**Run 1: cells by drive strength**

Drawn at 6 px/um.
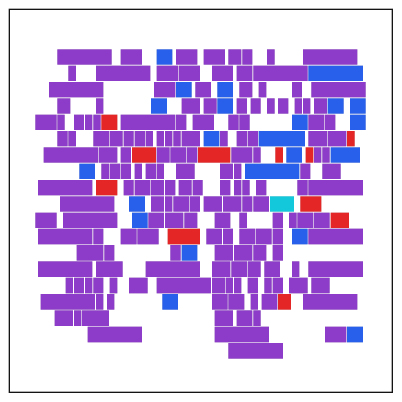
**Run 1: metal 3**

Drawn at 8 px/um.
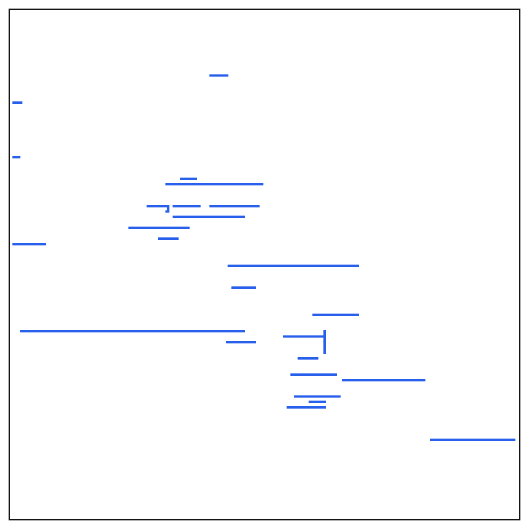
**Run 1: cells colored by class**

Drawn at 6 px/um. Fill, decap, tap and diode cells in gray.
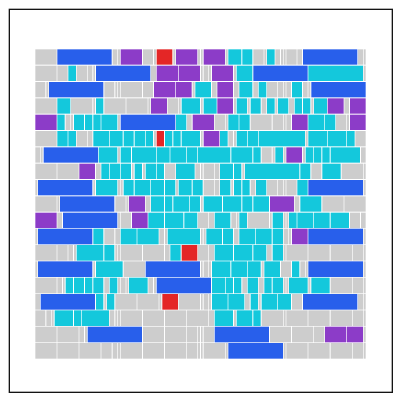
**Run 1: gate-type map**

Drawn at 6 px/um.
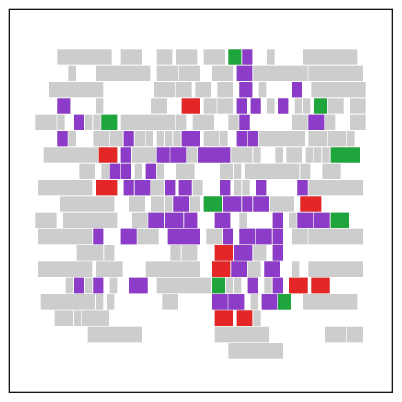
==> config.mk <==
export PLATFORM = sky130hd
export DESIGN_NAME = clk_seq
export DESIGN_NICKNAME = d
export VERILOG_FILES = /design/src/rtl/clk_seq.sv
export SDC_FILE = /design/constraint.sdc
export NUM_CORES = 1
export LEC_CHECK = 0
export CORE_MARGIN = 4
export CORE_UTILIZATION = 52
export DETAILED_ROUTE_END_ITERATION = 6
export PLACE_DENSITY = 0.75
export SYNTH_ARGS = -nofsm -noshare
export SYNTH_HDL_FRONTEND = slang
export SYNTH_SLANG_ARGS = --single-unit
==> constraint.sdc <==
create_clock -name FSBCLK -period 2.5 [get_ports FSBCLK]
set_input_delay 0.5 -clock FSBCLK [delete_from_list [all_inputs] [get_ports FSBCLK]]
set_output_delay 0.5 -clock FSBCLK [all_outputs]
set_load 0.05 [all_outputs]
==> results.sh, run 1 <==
# flow metrics
export IMPL_grt_pass1_vias=1441
export IMPL_post_route_drc_count=0
export IMPL_p_per_area_nw_per_um2=1400
export IMPL_clockNetworkAreaShare_pct=1.40
export IMPL_cp_num_cells=9
export IMPL_yosysMostFrequentCell="sky130_fd_sc_hd__dfrtp_1"
export IMPL_finalCritPeriodShare_pct=94.2
export IMPL_share_clk_of_total_power_pct=6.8
export IMPL_synth_comb_largest_family="AND-OR/OR-AND gates"
export IMPL_path_class="register to register"
export IMPL_combinationalPower_mw=1.78
export IMPL_worst_hold_slack_ns=0.367
export IMPL_switchingPower_mw=1.29
export IMPL_rsz0062_at_grt="no"
export IMPL_synth_edff_count=0
export IMPL_ys_sh_adder_pct=3.89
export IMPL_cts_buffers_inserted=3
export IMPL_clock_power_uw=179
export IMPL_area_combinational_um2=960
export IMPL_sequentialPower_uw=668
export IMPL_ys_area_um2=1610
export IMPL_ys_warn_count=0
export IMPL_worst_pin_slew_ns=0.506
export IMPL_holdPathStages=0
export IMPL_critPathSlowestCell="sky130_fd_sc_hd__or4b_4"
export IMPL_grt_pass1_wl_um=6570
export IMPL_lay_top_count="sky130_fd_sc_hd__dfrtp_1"
export IMPL_clockBufferCount=4
export IMPL_filler_cell_count=234
export IMPL_max_clock_path_buffers=2
export IMPL_synth_main_ff_cell="sky130_fd_sc_hd__dfrtp_1"
export IMPL_run_status="finished, final reports clean"
export IMPL_report_final_setup_viol=0
export IMPL_share_comb_of_total_power_pct=67.8
export IMPL_critical_path_n_buffers_inverters=2
export IMPL_finalClockSkew_ns=0.00427
export IMPL_synth_cellmix_xorXnorShare_pct=1.63
export IMPL_synth_area_top_cells="sky130_fd_sc_hd__dfrtp_1, sky130_fd_sc_hd__o21ai_0, sky130_fd_sc_hd__nand2_1, sky130_fd_sc_hd__ha_1, sky130_fd_sc_hd__a21oi_1"
export IMPL_critical_path_startpoint_type="register"
export IMPL_tritoncts="yes"
export IMPL_cts_reportedPaths_clkPinSlew_ns=0.13
export IMPL_hold_buffers=0
export IMPL_clock_tree_root_cell="sky130_fd_sc_hd__clkbuf_4"
export IMPL_worstPathRequired_ns=2.72
export IMPL_gp_congestion=0.895
export IMPL_synth_avg_cell_area_um2=8.37
export IMPL_largest_net_degree_at_the_start_of_global_routing=24
export IMPL_design_seq_count=23
export IMPL_maximum_capacitance_violations=0
export IMPL_ctsResizeCount=0
export IMPL_slowest_delay_ns=0.48
export IMPL_fin_nets=219
export IMPL_synth_simple_gate_area_share_pct=20.6
export IMPL_largest_register_ffs=11
-- 'cells by drive strength' (at the start) --
| color | size | cells | share | most used |
|---|---|---|---|---|
| purple | drive 1 or less | 174 | 84% | dfrtp_1 |
| red | drive 2 | 11 | 5.3% | inv_2 |
| cyan | drive 6 and up | 1 | 0.48% | buf_6 |
| blue | drive 3 to 4 | 22 | 11% | buf_4 |
Non-clock buffers: 27
fin worst setup slack: 0.146 ns
post-route cell area: 1880 um^2
Area growth, synth to finish: 16.7%

-- 'metal 3' (at the start) --
nets with wire on the layer: 22
longest straight run: 27.8 um
via count: 1521
final WL: 3790 um
met3 Resource Use GR: 3.02%

-- 'cells colored by class' (at the start) --
| color | class | cells | share of their area |
|---|---|---|---|
| blue | flops | 23 | 31% |
| cyan | all other logic | 154 | 54% |
| red | clock drivers and dummy loads | 4 | 1.4% |
| purple | other buffers and delay cells | 27 | 13% |
final design utilization: 65.7%
standard cell core area: 2850 um^2

-- 'gate-type map' (at the start) --
| color | family | cells |
|---|---|---|
| red | AND-OR and OR-AND gates | 10 |
| purple | inverting AOI/OAI gates | 60 |
| green | AND and OR gates | 8 |
multi-input gate share of total cell area: 51.2%
final non-filler cell total: 239

## Run 2: what changed since run 1
CORE_ASPECT_RATIO = 0.5   (was default)
CORE_UTILIZATION = 58   (was 52)
PLACE_DENSITY = 0.79   (was 0.75)
clock period = 2.2 ns   (was 2.5 ns; I/O delays follow)
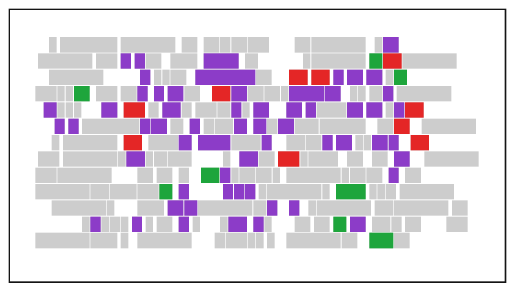
**Above:** run 2 (gate-type map).
Drawn at 6 px/um.
| color | family | cells |
|---|---|---|
| purple | inverting AOI/OAI gates | 60 |
| green | AND and OR gates | 8 |
| red | AND-OR and OR-AND gates | 10 |
final non-filler cell total: 255
most used logic cell in the final layout: sky130_fd_sc_hd__buf_4
multi-input gate share of total cell area: 49.6%

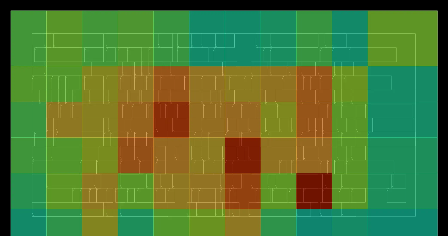
**Above:** run 2 (routing congestion map).
wire length per cell after detailed routing: 15.2 um
final design utilization: 77.1%
met2 capacity usage during global routing: 36.9%

==> run 2 against run 1 <==
Register-to-register slack got worse by 0.10 ns. Core utilization rose by 11 points. Cell count rose by 6.7%. Highest routed layer unchanged. Largest power group unchanged.
==> results.sh, run 2 <==
# flow metrics
export IMPL_worstPathRequired_ns=2.35
export IMPL_clock_power_uw=258
export IMPL_max_clock_path_buffers=2
export IMPL_share_comb_of_total_power_pct=67.9
export IMPL_clockBufferCount=4
export IMPL_synth_main_ff_cell="sky130_fd_sc_hd__dfrtp_1"
export IMPL_finalCritPeriodShare_pct=98.0
export IMPL_critPathSlowestCell="sky130_fd_sc_hd__or4b_4"
export IMPL_grt_pass1_wl_um=6290
export IMPL_cts_buffers_inserted=3
export IMPL_run_status="finished, final reports clean"
export IMPL_synthToLayoutAreaGrowth_pct=25.5
export IMPL_synth_area_top_cells="sky130_fd_sc_hd__dfrtp_1, sky130_fd_sc_hd__o21ai_0, sky130_fd_sc_hd__nand2_1, sky130_fd_sc_hd__ha_1, sky130_fd_sc_hd__a21oi_1"
export IMPL_grt_pass1_vias=1366
export IMPL_largest_register_ffs=11
export IMPL_critical_path_n_buffers_inverters=2
export IMPL_area_combinational_um2=1000
export IMPL_fin_nets=229
export IMPL_cts_reportedPaths_clkPinSlew_ns=0.08
export IMPL_grtUsageMet3_pct=6.18
export IMPL_clockNetworkAreaShare_pct=2.23
export IMPL_core_area_um2=2620
export IMPL_buffers=37
export IMPL_tritoncts="yes"
export IMPL_cp_num_cells=9
export IMPL_ys_sh_adder_pct=3.89
export IMPL_worst_hold_slack_ns=0.357
export IMPL_gp_congestion=0.925
export IMPL_filler_cell_count=193
export IMPL_post_route_cell_area_um2=2020
export IMPL_drt_wl_total_um=3890
export IMPL_synth_edff_count=0
export IMPL_fin_worst_setup_slack_ns=0.0443
export IMPL_hold_buffers=0
export IMPL_share_clk_of_total_power_pct=7.9
export IMPL_ys_area_um2=1610
export IMPL_report_final_setup_viol=0
Power and IR drop assume default switching activity.
